placement.png
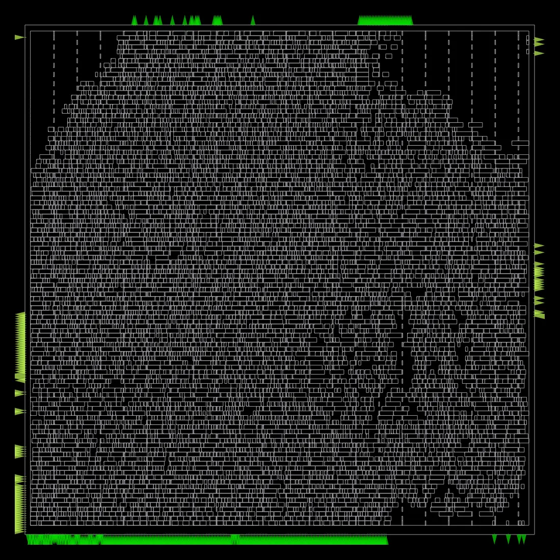
wires.png
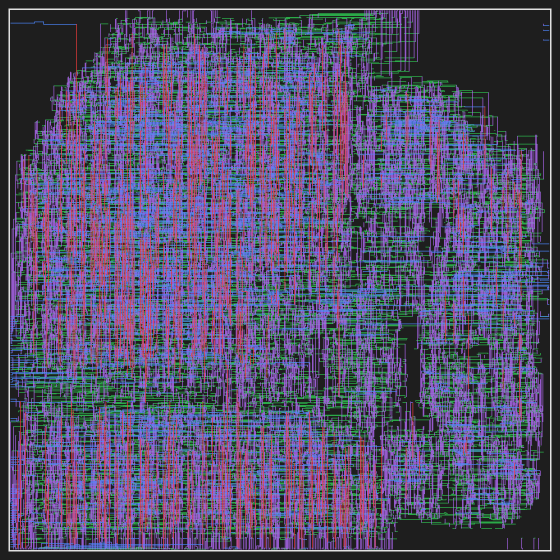
metal_density.png
The die is cut into 30 by 30 equal tiles; black is low, pale yellow is high, scaled to the fullest tile. Values are wire area over tile area, all layers added.
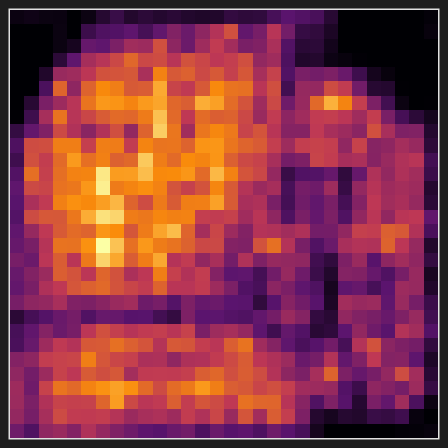
placement_by_type.png
Bar = 100 µm. Fill, decap, tap and diode cells in gray.
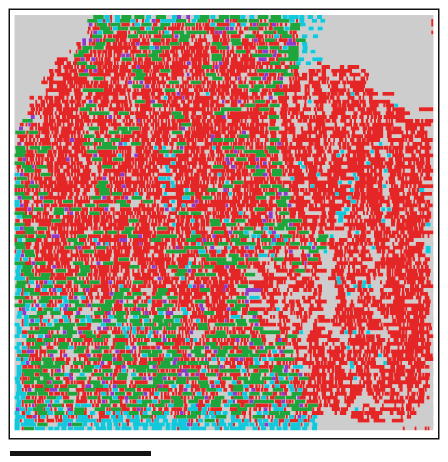
layer_met1.png
Supply wires on this layer in gray.
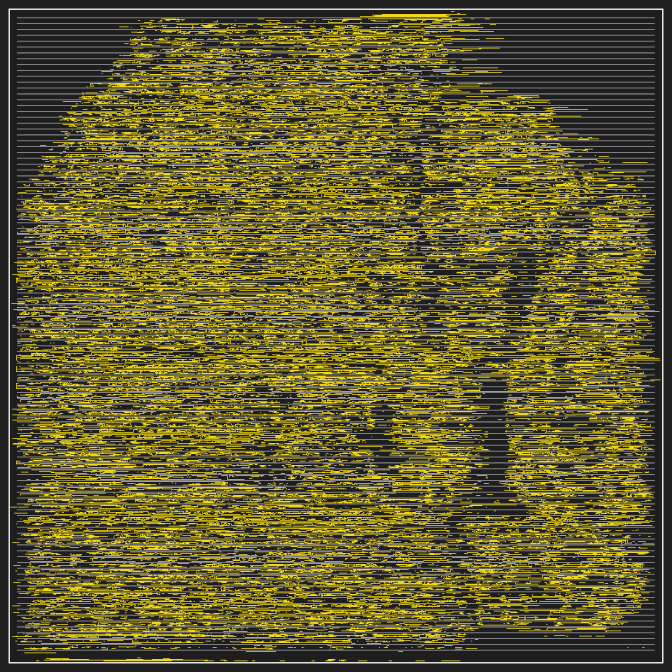
File: config.mk
export PLATFORM = sky130hd
export DESIGN_NAME = hqc_rsdecod_bm
export DESIGN_NICKNAME = d
export VERILOG_FILES = /design/src/rtl/hqc_gf256_pkg.sv /design/src/rtl/gf256_mul.sv /design/src/rtl/hqc_rsdecod_bm.sv
export SDC_FILE = /design/constraint.sdc
export NUM_CORES = 2
export LEC_CHECK = 0
export CORE_MARGIN = 3
export CORE_UTILIZATION = 65
export CTS_BUF_LIST = sky130_fd_sc_hd__clkbuf_4
export DETAILED_ROUTE_END_ITERATION = 16
export PLACE_DENSITY = 0.89
export SLEW_MARGIN = 10
export SYNTH_ARGS = -nofsm -noshare
export SYNTH_HDL_FRONTEND = slang
export SYNTH_SLANG_ARGS = --single-unit
File: constraint.sdc
create_clock -name clk_i -period 23.3 [get_ports clk_i]
set_clock_uncertainty 0.1 [all_clocks]
set_input_delay 3.495 -clock clk_i [delete_from_list [all_inputs] [get_ports clk_i]]
set_output_delay 3.495 -clock clk_i [all_outputs]
set_load 0.005 [all_outputs]
File: src/rtl/hqc_gf256_pkg.sv
// GF(2^8) helpers, security-level table and FSM encoding for the HQC RS Berlekamp-Massey stage.
package hqc_gf256_pkg;

  localparam logic [8:0] GF_POLY   = 9'h11D;
  localparam int         DELTA_128 = 15;
  localparam int         DELTA_192 = 16;
  localparam int         DELTA_256 = 29;

  typedef enum logic [2:0] {
    ST_IDLE = 3'd0,
    ST_DISC = 3'd1,
    ST_COEF = 3'd2,
    ST_UPD  = 3'd3,
    ST_DONE = 3'd4
  } bm_state_e;

  function automatic int delta_of(input int sec);
    if (sec == 192)      return DELTA_192;
    else if (sec == 256) return DELTA_256;
    else                 return DELTA_128;
  endfunction

  function automatic logic [7:0] gf_mul(input logic [7:0] a, input logic [7:0] b);
    logic [7:0] p;
    logic [7:0] t;
    p = '0;
    t = a;
    for (int i = 0; i < 8; i++) begin
      if (b[i]) p = p ^ t;
      t = t[7] ? ({t[6:0], 1'b0} ^ GF_POLY[7:0]) : {t[6:0], 1'b0};
    end
    return p;
  endfunction

  // Inverse table expressed as a^254 (a^2*a^4*...*a^128); folds to the same 256-entry ROM.
  function automatic logic [7:0] gf256_inv(input logic [7:0] a);
    logic [7:0] p;
    logic [7:0] r;
    p = a;
    r = 8'h01;
    for (int i = 1; i < 8; i++) begin
      p = gf_mul(p, p);
      r = gf_mul(r, p);
    end
    return r;
  endfunction

endpackage

File: src/rtl/gf256_mul.sv
// Combinational GF(2^8) multiplier, modulus 0x11D.
module gf256_mul
  import hqc_gf256_pkg::*;
(
  input  logic [7:0] i_a,
  input  logic [7:0] i_b,
  output logic [7:0] o_p
);

  assign o_p = gf_mul(i_a, i_b);

endmodule

File: src/rtl/hqc_rsdecod_bm.sv
// Berlekamp-Massey error-locator stage of the HQC RS decoder, fixed latency 2*DELTA*(DELTA+3).
// Optional HQC_BM_DEG_OUT_EN adds deg_o (final L) and fail_o (L > DELTA).
module hqc_rsdecod_bm
  import hqc_gf256_pkg::*;
#(
  parameter  int PARAM_SECURITY = 128,
  localparam int PARAM_DELTA    = delta_of(PARAM_SECURITY),
  localparam int SYN_W          = 16 * PARAM_DELTA,
  localparam int SIG_W          = 8 * (PARAM_DELTA + 1)
) (
  input  logic             clk_i,
  input  logic             rst_i,
  input  logic [SYN_W-1:0] syn_i,
  input  logic             start_i,
  output logic             busy_o,
  output logic [SIG_W-1:0] sigma_o,
  output logic             done_o
`ifdef HQC_BM_DEG_OUT_EN
  ,
  output logic [7:0]       deg_o,
  output logic             fail_o
`endif
);

  localparam int D  = PARAM_DELTA;
  localparam int NS = 2 * D;
  localparam int JW = $clog2(D + 1);
  localparam logic [D:0][7:0] SIG_ONE = {{D{8'h00}}, 8'h01};

  bm_state_e          r_state, w_nxt;
  logic [NS:1][7:0]   r_syn;
  logic [D:0][7:0]    r_sig;
  logic [D-1:0][7:0]  r_b;
  logic [7:0]         r_l, r_dp, r_d, r_c, r_r;
  logic [JW-1:0]      r_j;
  logic [SIG_W-1:0]   r_sig_out;

  logic [7:0]         w_ma, w_mb, w_mp;
  logic [D:0][7:0]    w_xb, w_cxb, w_sig_nxt;
  logic               w_lchg;
  logic [7:0]         w_l_nxt;

  // Shared multiplier: sigma_j*S_(r-j) during DISC, d*inv(dp) during COEF.
  always_comb begin
    w_ma = '0;
    w_mb = '0;
    if (r_state == ST_COEF) begin
      w_ma = r_d;
      w_mb = gf256_inv(r_dp);
    end else begin
      for (int k = 0; k <= D; k++)
        if (int'(r_j) == k) w_ma = r_sig[k];
      for (int k = 1; k <= NS; k++)
        if (int'(r_r) - int'(r_j) == k) w_mb = r_syn[k];
    end
  end

  gf256_mul u_mul (.i_a(w_ma), .i_b(w_mb), .o_p(w_mp));

  assign w_xb = {r_b, 8'h00};

  for (genvar g = 0; g <= D; g++) begin : g_upd
    gf256_mul u_upd (.i_a(r_c), .i_b(w_xb[g]), .o_p(w_cxb[g]));
  end

  assign w_sig_nxt = r_sig ^ w_cxb;
  assign w_lchg    = (r_d != 8'h00) && ({r_l, 1'b0} <= ({1'b0, r_r} - 9'd1));
  assign w_l_nxt   = r_r - r_l;

  always_ff @(posedge clk_i) begin
    if (rst_i) r_state <= ST_IDLE;
    else       r_state <= w_nxt;
  end

  always_comb begin
    w_nxt = r_state;
    case (r_state)
      ST_IDLE: if (start_i) w_nxt = ST_DISC;
      ST_DISC: if (r_j == JW'(D)) w_nxt = ST_COEF;
      ST_COEF: w_nxt = ST_UPD;
      ST_UPD:  w_nxt = (r_r == 8'(NS)) ? ST_DONE : ST_DISC;
      ST_DONE: w_nxt = ST_IDLE;
      default: w_nxt = ST_IDLE;
    endcase
  end

  always_comb begin
    busy_o = (r_state == ST_DISC) || (r_state == ST_COEF) || (r_state == ST_UPD);
    done_o = (r_state == ST_DONE);
  end

  always_ff @(posedge clk_i) begin
    if (rst_i) begin
      r_syn     <= '0;
      r_sig     <= SIG_ONE;
      r_b       <= SIG_ONE[D-1:0];
      r_l       <= '0;
      r_dp      <= 8'h01;
      r_d       <= '0;
      r_c       <= '0;
      r_r       <= 8'h01;
      r_j       <= '0;
      r_sig_out <= SIG_W'(8'h01);
    end else begin
      case (r_state)
        ST_IDLE: if (start_i) begin
          r_syn <= syn_i;
          r_sig <= SIG_ONE;
          r_b   <= SIG_ONE[D-1:0];
          r_l   <= '0;
          r_dp  <= 8'h01;
          r_d   <= '0;
          r_r   <= 8'h01;
          r_j   <= '0;
        end
        ST_DISC: begin
          r_d <= r_d ^ w_mp;
          r_j <= (r_j == JW'(D)) ? '0 : r_j + JW'(1);
        end
        ST_COEF: r_c <= w_mp;
        ST_UPD: begin
          if (r_d != 8'h00) r_sig <= w_sig_nxt;
          if (w_lchg) begin
            r_b  <= r_sig[D-1:0];
            r_l  <= w_l_nxt;
            r_dp <= r_d;
          end else begin
            r_b  <= w_xb[D-1:0];
          end
          r_r <= r_r + 8'd1;
          r_d <= '0;
          // Result register is loaded only on the last iteration; the working sigma never reaches the port.
          if (r_r == 8'(NS)) r_sig_out <= (r_d != 8'h00) ? w_sig_nxt : r_sig;
        end
        default: ;
      endcase
    end
  end

  assign sigma_o = r_sig_out;

`ifdef HQC_BM_DEG_OUT_EN
  logic [7:0] r_deg;
  logic       r_fail;
  logic [7:0] w_l_fin;

  assign w_l_fin = w_lchg ? w_l_nxt : r_l;

  always_ff @(posedge clk_i) begin
    if (rst_i) begin
      r_deg  <= '0;
      r_fail <= 1'b0;
    end else if (r_state == ST_UPD && r_r == 8'(NS)) begin
      r_deg  <= w_l_fin;
      r_fail <= (w_l_fin > 8'(D));
    end
  end

  assign deg_o  = r_deg;
  assign fail_o = r_fail;
`endif

endmodule

==> ci_impl_report.md <==
### Metrics collected by this job

| Metric | Value |
|---|---|
| Critical path's top delay family | `XOR/XNOR gates` |
| Syn. warnings | `0` |
| Hold crit path type | `reg2reg` |
| Layout non-clock buf frac | `0.07280` |
| Outcome | `completed` |
| CTS tree | `done` |
| Sw Share | `0.2876` |
| Placed cell count | `8,918` |
| Place WS | `3.921 ns` |
| Adder Area Share | `0.009003` |
| Most frequent cell after synthesis | `nand2_1` |
| Hold_ws | `0.3552 ns` |
| Die width | `approximately 300 µm` |
| Fin area | `0.06287 mm²` |
| Setup TNS Final | `0 ns` |
| R2R Path Start | `r_dp[6]$_SDFFE_PP0P_` |
| Final Critical Period | `just under 20 ns` |
| Crit path launch | `r_dp[6]$_SDFFE_PP0P_` |
| Pwr Total | `between 0.002 and 0.0025 W` |
| Largest stage delay, worst path | `0.97 ns` |
| # setup viols final | `0` |
| Req. time, crit path | `around 24 ns` |
| CP max-delay cell | `ha_1` |
| Setup bufs post-CTS | `0` |
| Initial drt markers | `approximately 8,500` |
| Met3 routed wirelength | `between 20,000 and 25,000 µm` |
| RePlAce Congestion | `around 1` |
| Comb area share | `0.6647` |
| Hold Fails Final Rpt | `0` |
| Final worst-path setup slack | `roughly 3.5 ns` |
| Pleak | `between 20 and 25 nW` |
| Drt drc | `0` |
| CTS Buf Count | `about 160` |
| Number of logic gates | `6,584` |
| Post-synth top cells | `nand2_1, xnor2_1, nor2_1` |
| Net Switching | `around 0.00067 W` |
| Worst hold endpoint | `r_syn[199]$_SDFFE_PP0P_` |
| Max FFs per register | `between 200 and 250` |
| Seq share, synth | `0.2248` |
| Total congestion overflow | `0` |
| Placed inst area | `between 0.06 and 0.07 mm²` |
| CP bufs+invs | `9` |
| Rows | `about 110` |
| Syn Inst Count | `7,928` |
Back to the opening pictures, placement.png:
area of the core: 0.08702 mm²
end-of-flow core utilization: 0.7224
non-filler cells in the finished layout: 9,206
TAP cells: 1,155
seq_cells: 643

Back to the opening pictures, wires.png:
Purple marks metal 2, wire length 85.7 mm. Red marks metal 4, wire length 15,800 µm. Blue marks metal 3, wire length 24.0 mm. Green marks metal 1, wire length 70.7 mm.
routed len/inst: 21.31 µm
final wirelength: 196,200 µm
Via Count: 58,600
All-Layer GR Usage: 0.4122

Back to the opening pictures, metal_density.png:
6.6% of the tiles are nearly empty. The mean over all tiles is 0.39. The emptiest ninth of the die: north-east.

Back to the opening pictures, placement_by_type.png:
Red marks combinational and other logic, cells 6,636, share of their area 68%. Green marks flops, cells 643, share of their area 21%. Cyan marks other buffers and delay cells, cells 484, share of their area 7.5%. Purple marks clock drivers and dummy loads, cells 274, share of their area 3.2%.

Back to the opening pictures, layer_met1.png:
The longest straight run is 77.3 µm. 7,528 nets have wire on it. The wires run mostly horizontal.
M1 GR Usage: 0.5145

No activity file was given, so power comes from the tool's default toggle rates.
